### Gate-type map, run 1

Drawn at 4 px/um.
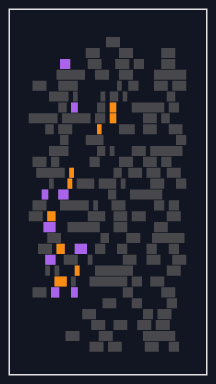
### Clock wiring as the flow saved it, run 1

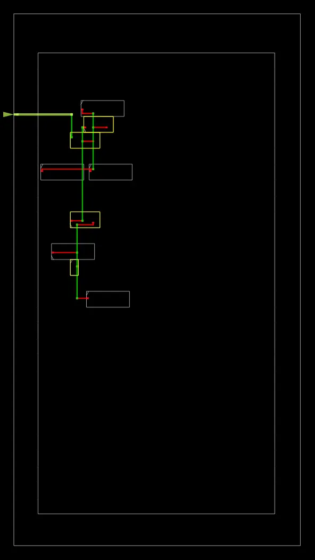
### Metal layers overlaid, run 1

Drawn at 6 px/um.
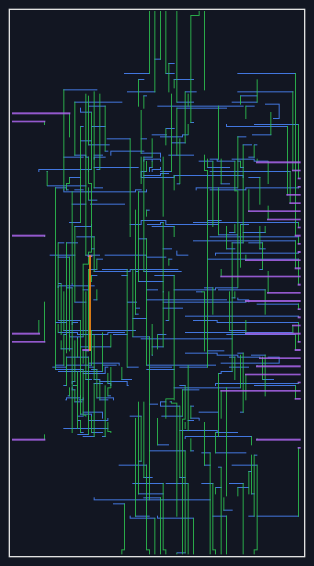
### Routed clock nets over the placement, run 1

Drawn at 4 px/um.
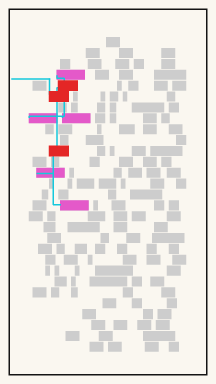
## config.mk

```make
export PLATFORM = sky130hd
export DESIGN_NAME = axis_uart_tx_arbiter
export DESIGN_NICKNAME = d
export VERILOG_FILES = /design/src/rtl/axis_uart_tx_arbiter.sv
export SDC_FILE = /design/constraint.sdc
export NUM_CORES = 1
export LEC_CHECK = 0
export CELL_PAD_IN_SITES_DETAIL_PLACEMENT = 1
export CELL_PAD_IN_SITES_GLOBAL_PLACEMENT = 1
export CORE_AREA = 4 4 45 87
export CTS_CLUSTER_DIAMETER = 150
export CTS_CLUSTER_SIZE = 25
export DETAILED_ROUTE_END_ITERATION = 10
export DIE_AREA = 0 0 49 91
export PLACE_DENSITY_LB_ADDON = 0.1
export RECOVER_POWER = 25
export SLEW_MARGIN = 20
export SYNTH_ARGS = -nofsm -noshare
export SYNTH_HDL_FRONTEND = slang
export SYNTH_SLANG_ARGS = --single-unit
```

## constraint.sdc

```tcl
create_clock -name clk -period 3.4 [get_ports clk]
set_input_delay 0.68 -clock clk [delete_from_list [all_inputs] [get_ports clk]]
set_output_delay 0.68 -clock clk [all_outputs]
set_load 0.05 [all_outputs]
```

## src/rtl/axis_uart_tx_arbiter.sv

```systemverilog
// ---------------------------------------------------------------------------
// axis_uart_tx_arbiter
// Packet-granular round-robin arbiter merging NUM_SRC AXI-Stream sources into
// one AXI-Stream master that feeds a FIFO / UART TX slave port.
//
// Parameters:
//   WIDTH    beat data width
//   NUM_SRC  number of requesters (2..8)
//   IDW      grant index width, clog2(NUM_SRC) with a minimum of 1
//
// Ports:
//   clk           single clock, rising edge
//   rst           synchronous active-high reset
//   s_axis_data   source i on bits [i*WIDTH +: WIDTH]
//   s_axis_valid  per-source valid
//   s_axis_last   per-source end-of-packet marker
//   s_axis_ready  per-source ready, only the owner ever sees ready
//   m_axis_*      merged output stream
//   grant_idx     current (or most recent) packet owner
//   busy          high while a packet is owned
//
// Optional feature: define ARB_HDR_EN to emit one header beat carrying the
// grant index ahead of every packet.
// ---------------------------------------------------------------------------
module axis_uart_tx_arbiter #(
    parameter int unsigned WIDTH   = 8,
    parameter int unsigned NUM_SRC = 4,
    localparam int unsigned IDW    = (NUM_SRC > 2) ? $clog2(NUM_SRC) : 1
) (
    input  logic                       clk,
    input  logic                       rst,
    input  logic [NUM_SRC*WIDTH-1:0]   s_axis_data,
    input  logic [NUM_SRC-1:0]         s_axis_valid,
    input  logic [NUM_SRC-1:0]         s_axis_last,
    output logic [NUM_SRC-1:0]         s_axis_ready,
    output logic [WIDTH-1:0]           m_axis_data,
    output logic                       m_axis_valid,
    output logic                       m_axis_last,
    input  logic                       m_axis_ready,
    output logic [IDW-1:0]             grant_idx,
    output logic                       busy
);

    typedef enum logic [1:0] {
        ST_IDLE = 2'd0,
`ifdef ARB_HDR_EN
        ST_HDR  = 2'd1,
`endif
        ST_PKT  = 2'd2
    } state_t;

    state_t           state_q, state_d;
    logic [IDW-1:0]   grant_idx_q, grant_idx_d;
    logic [IDW-1:0]   rr_ptr_q, rr_ptr_d;

    // Per-source data view and the granted source's signals.
    logic [WIDTH-1:0] src_data [NUM_SRC];
    logic [WIDTH-1:0] sel_data;
    logic             sel_valid;
    logic             sel_last;
    logic             pkt_done;

    // Round-robin search results.
    logic             win_found;
    logic [IDW-1:0]   win_idx;
    logic [IDW:0]     cand_sum;
    logic [IDW-1:0]   cand_idx;

    always_comb begin
        for (int i = 0; i < NUM_SRC; i++) begin
            src_data[i] = s_axis_data[i*WIDTH +: WIDTH];
        end
    end

    assign sel_data  = src_data[grant_idx_q];
    assign sel_valid = s_axis_valid[grant_idx_q];
    assign sel_last  = s_axis_last[grant_idx_q];
    assign pkt_done  = (state_q == ST_PKT) && sel_valid && sel_last && m_axis_ready;

    // First valid source starting at rr_ptr, wrapping NUM_SRC-1 -> 0.
    always_comb begin
        win_found = 1'b0;
        win_idx   = '0;
        cand_sum  = '0;
        cand_idx  = '0;
        for (int k = 0; k < NUM_SRC; k++) begin
            cand_sum = {1'b0, rr_ptr_q} + (IDW+1)'(k);
            if (cand_sum >= (IDW+1)'(NUM_SRC)) begin
                cand_sum = cand_sum - (IDW+1)'(NUM_SRC);
            end
            cand_idx = IDW'(cand_sum);
            if (!win_found && s_axis_valid[cand_idx]) begin
                win_found = 1'b1;
                win_idx   = cand_idx;
            end
        end
    end

    // State register.
    always_ff @(posedge clk) begin
        if (rst) begin
            state_q     <= ST_IDLE;
            grant_idx_q <= '0;
            rr_ptr_q    <= '0;
        end else begin
            state_q     <= state_d;
            grant_idx_q <= grant_idx_d;
            rr_ptr_q    <= rr_ptr_d;
        end
    end

    // Next-state logic: the grant is latched in IDLE, released on the last beat.
    always_comb begin
        state_d     = state_q;
        grant_idx_d = grant_idx_q;
        rr_ptr_d    = rr_ptr_q;
        unique case (state_q)
            ST_IDLE: begin
                if (win_found) begin
                    grant_idx_d = win_idx;
`ifdef ARB_HDR_EN
                    state_d     = ST_HDR;
`else
                    state_d     = ST_PKT;
`endif
                end
            end
`ifdef ARB_HDR_EN
            ST_HDR: begin
                if (m_axis_ready) begin
                    state_d = ST_PKT;
                end
            end
`endif
            ST_PKT: begin
                if (pkt_done) begin
                    state_d  = ST_IDLE;
                    rr_ptr_d = (grant_idx_q == IDW'(NUM_SRC - 1)) ? '0
                                                                  : grant_idx_q + IDW'(1);
                end
            end
            default: begin
                state_d = ST_IDLE;
            end
        endcase
    end

    // Output logic: data/last are forced to zero whenever valid is low.
    always_comb begin
        m_axis_valid = 1'b0;
        m_axis_data  = '0;
        m_axis_last  = 1'b0;
        s_axis_ready = '0;
        unique case (state_q)
            ST_IDLE: begin
            end
`ifdef ARB_HDR_EN
            ST_HDR: begin
                m_axis_valid = 1'b1;
                m_axis_data  = WIDTH'(grant_idx_q);
            end
`endif
            ST_PKT: begin
                m_axis_valid              = sel_valid;
                m_axis_data               = sel_valid ? sel_data : '0;
                m_axis_last               = sel_valid && sel_last;
                s_axis_ready[grant_idx_q] = m_axis_ready;
            end
            default: begin
            end
        endcase
    end

    assign grant_idx = grant_idx_q;
    assign busy      = (state_q != ST_IDLE);

endmodule

```

==> flow_summary.ini, run 1 <==
; synthesis and place-and-route metrics
[floorplanning]
die_h_um = 91
core_area_um2 = 3193
io_pins = 60
num_rows = 29
fp-utilization_pct = 23.67

[cells_and_area]
final_net_count = 187
syn_to_final_growth_pct = 82.62
diodes = 0
layout-drive-gt1-share_pct = 22.30
fill_cells = 383
instances_no_fill = 170
utilization_pct = 43.22

[clock_tree]
cts_buffers = 3

[timing]
max_freq_ghz = 0.3221
clock_skew_ps = 0.1245
rsz0062_at_grt = no

[yosys]
fp_nets = 125
common_cells = and3_1 (7), mux4_2 (7), and3_2 (6), inv_1 (6)
ys_cells = 78
syn-cell-area_um2 = 755.7
async_reset_ff_share_pct = 0
synth_cells = 78
yosysWarnings = 0

[worst_setup_path]
cpMaxStageDelayCell = dlygate4sd3_1
crit_path_start_kind = input port
cp_cell_sequence = dlygate4sd3_1 > mux4_2 > nand2_4 > inv_2 > and3_1 > buf_4

[job]
max_cap_violations = 0

[placed_design]
pre_cts_ws_ps = 379.0
dp_cells = 166
place.port_buffers = 59

[detailed_routing]
wirelength_um = 2823
vias = 885
drt_iter0_markers = 7

[global_routing]
grt_pass1_wl_um = 4671
grt_max_degree = 13
grt_usage_pct = 12.80
grt_overflow = 0

[worst_hold_path]
hp-class = flip-flop to flip-flop

[status]
outcome = finished, final reports clean
-- 'Gate-type map' (at the start) --
Key: NOR gates = orange [cells 9, most used nor2_1]; inverting AOI/OAI gates = purple [cells 9]

-- 'Clock wiring as the flow saved it' (at the start) --
registers: 5
Clk power: 0.000108 W
clk sink count: 5

-- 'Metal layers overlaid' (at the start) --
Key: met2 = green [wire length 1600 um]; met3 = purple [wire length 157 um]; met4 = orange [wire length 15.6 um]; met1 = blue [wire length 1050 um]

-- 'Routed clock nets over the placement' (at the start) --
Key: flip-flops = magenta [count 5]; cells driving clock nets = red [count 3]; clock wires = cyan [length 78.9 um]
There are 4 routed clock nets.

==> run 1: power by group <==
part	switching (W)	internal [W]	leakage, nW	total, W
clock	0.0000279	0.0000804	0.0228	0.000108
sequential	0.00000883	0.0000628	0.0411	0.0000717
combinational	0.000101	0.000104	0.508	0.000205
==> run 1: registers in the layout (all words and copies together), names as in the netlist <==
| signal | cells |
|---|---|
| rr_ptr_q | 2 |
| grant_idx | 2 |
| state_q | 1 |
==> run 1: cell usage in the layout, fill, tap and decap left out, types with 2 or more instances in the layout <==
cell,n
clkdlybuf4s50_1,48
buf_4,13
mux4_2,7
and3_1,7
inv_1,6
and3_2,6
mux2i_1,5
dfxtp_1,5
nand2_1,4
nor2_1,4
nand2b_1,4
ha_1,4
clkbuf_8,3
mux4_1,2
a21oi_1,2
a211oi_1,2
nor3_1,2
==> run 1: critical path, delay by kind of cell <==
kind                   cells  cell delay (ps)
buffers and inverters      3              850
multiplexers               1              630
AND/OR/NAND/NOR            2              240
==> run 1: final cells by class <==
type	count	area share, %
Multi-Input combinational cell	61	42.16
Tap cell	31	2.811
Timing Repair Buffer	62	42.61
Inverter	7	1.904
Clock buffer	4	3.264
Sequential cell	5	7.253
==> run 1: stage by stage <==
stage | cell area, um2 | hold WS, ps
6_report | 1380 | 552.8
5_1_grt | 1380 | 626.2
4_1_cts | 1385 | 565.4
3_5_place_dp | 1340 | 560.4
3_3_place_gp | 1340 | 553.7
2_1_floorplan | 755.7 | 510.2
==> run 1: cell families after synthesis <==
logic type                 after synthesis  synth area share (%)
AOI/OAI and AO/OA                       11                 11.09
adders and majority gates                4                 6.623
buffers and inverters                   12                 9.104
DFF                                      5                 13.25
muxes                                   14                 34.44
and+or+nand+nor                         32                 25.50
==> run 1: worst paths after layout <==
path                  end  slack, ps  cells after the start
max           m_axis_last        300                      6
min reg2reg  grant_idx[1]        550                      2
min          grant_idx[1]        550                      2
max reg2reg    state_q[1]       1590                      3
==> run 1: per-layer routing <==
metal	part of all wire [%]	GRT usage, %
met5	0	0
met2	57	26.64
met4	0.53	1.348
met1	37	12.79
met3	5.5	2.131
==> inputs of run 2 (changes only) <==
- clock period: 3.4 -> 3.9 ns (I/O delays scaled with it)
### Clock wiring as the flow saved it, run 2

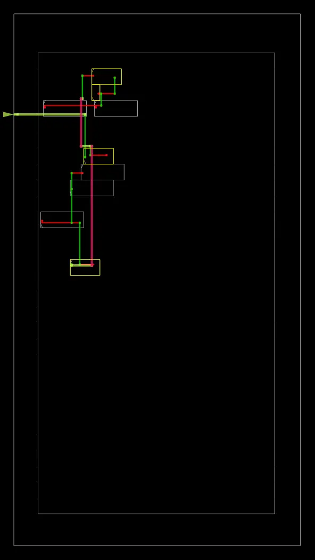
layout clock buffer count: 4
Insertion Delay late pin: 220 ps

### PDN straps and rails, run 2

Drawn at 6 px/um. Pins as bars on the die edge.
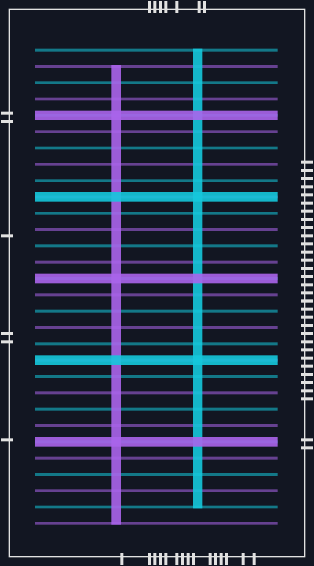
Key: VSS = purple; VDD = cyan
2 straps on met4. 5 straps on met5. 30 met1 rails follow the rows. 60 signal pins sit on the boundary. The core has 29 rows.

==> run 2 against run 1 <==
- die size is the same
- largest cell class unchanged
- critical path depth shrank 2
- combinational power shrank 12%
- register-to-register slack gained 520 ps
- clock skew grew 1.9 ps
- sequential power shrank 12%
- final area grew 1.0%
- cell count is the same
==> flow_summary.ini, run 2 <==
; synthesis and place-and-route metrics
[floorplanning]
io_pins = 60
num_rows = 29
core_area_um2 = 3193
fp-utilization_pct = 23.67
die_h_um = 91

[cells_and_area]
final_net_count = 187
final_common_cell = clkdlybuf4s50_1
fill_cells = 361
syn_to_final_growth_pct = 84.44
fin_area_um2 = 1394
final_cell_mix = clkdlybuf4s50_1 (55), mux4_2 (7), and3_1 (7)
diodes = 0

[clock_tree]
cts_buffers = 3
root_buffer = clkbuf_8
cts.sinks = 5
hold_buffers = 0

[timing]
max_freq_ghz = 0.2741
relSlewSlack_pct = 63.99
clock_skew_ps = 2.007
rsz0062_at_grt = no

[worst_setup_path]
crit_path_start_kind = input port
cp_cell_sequence = clkdlybuf4s50_1 > mux4_2 > and3_2 > clkdlybuf4s50_1
cpMaxStageDelayCell = clkdlybuf4s50_1
cp-end-kind = output port

[yosys]
common_cells = and3_1 (7), mux4_2 (7), and3_2 (6), inv_1 (6)
edf_count = 0
avgSynthCellArea_um2 = 9.689
yosysWarnings = 0
synth_cells = 78
ys_cells = 78

[job]
warnings = 29
max_cap_violations = 0

[detailed_routing]
vias = 883
wirelength_um = 2920
drt_iter0_markers = 12

[global_routing]
grt_usage_pct = 13.50
grt_overflow = 0
grt_max_degree = 18
grt_pass1_wl_um = 4823

[worst_hold_path]
hp-class = flip-flop to flip-flop

[placed_design]
place_area_um2 = 1358
place.port_buffers = 59

[status]
outcome = finished, final reports clean
[run 2: cell type report]
| type | instances | share of cell area (%) |
|---|---|---|
| tap | 31 | 2.783 |
| clock buffer | 4 | 3.232 |
| sequential | 5 | 7.181 |
| inverter | 7 | 1.885 |
| multi-input combinational | 61 | 41.74 |
| timing repair buffer | 62 | 43.18 |
[run 2: per-layer routing]
layer  vias up  wire (um)  global-route usage (%)
met2        44       1675                   26.31
met1       414       1017                   13.73
li1        421          -                       -
met4         0         28                   4.045
met5         -          0                       0
met3         4        198                   2.623
[run 2: worst max-delay path: cells and delay by family]
family	cells	cell delay, ps
AND/OR/NAND/NOR	1	240
multiplexers	1	650
buffers and inverters	2	1200
[run 2: power by group]
part	total, W	leakage (nW)	switching [W]	internal, W
combinational	0.000180	0.492	0.0000880	0.0000922
sequential	0.0000634	0.0411	0.00000856	0.0000548
clock	0.0000969	0.0228	0.0000266	0.0000703
total	0.000340	0.556	0.000123	0.000217
[run 2: kinds of logic after synthesis]
kind of cell / after synthesis / synth area share, %
compound gates: 11 / 11.09
mux: 14 / 34.44
fa+ha+maj: 4 / 6.623
simple gates: 32 / 25.50
flops: 5 / 13.25
buf+inv: 12 / 9.104
[run 2: per-stage QoR]
stage               total power, W  utilization, %  worst slack (ps)  instances  hold slack, ps
finish                   0.0003405           43.65             251.2        170           581.8
global route             0.0003615           43.65             194.7        170           630.7
global placement         0.0002446           42.52             272.7        166           563.2
detailed placement       0.0002490           42.52             244.7        166           579.9
floorplan                0.0001693               -              1097         78           510.2
CTS                      0.0003484           43.93             247.1        170           589.6
[run 2: final timing paths]
check | end | startpoint | cells after the start | slack [ps]
max | m_axis_data[3] | s_axis_valid[3] | 4 | 250
min | rr_ptr_q[1] | rr_ptr_q[1] | 2 | 580
max reg2reg | state_q[1] | grant_idx[0] | 3 | 2110
min reg2reg | rr_ptr_q[1] | rr_ptr_q[1] | 2 | 580
Power figures rest on the tool's default switching activity, not on a simulated workload.
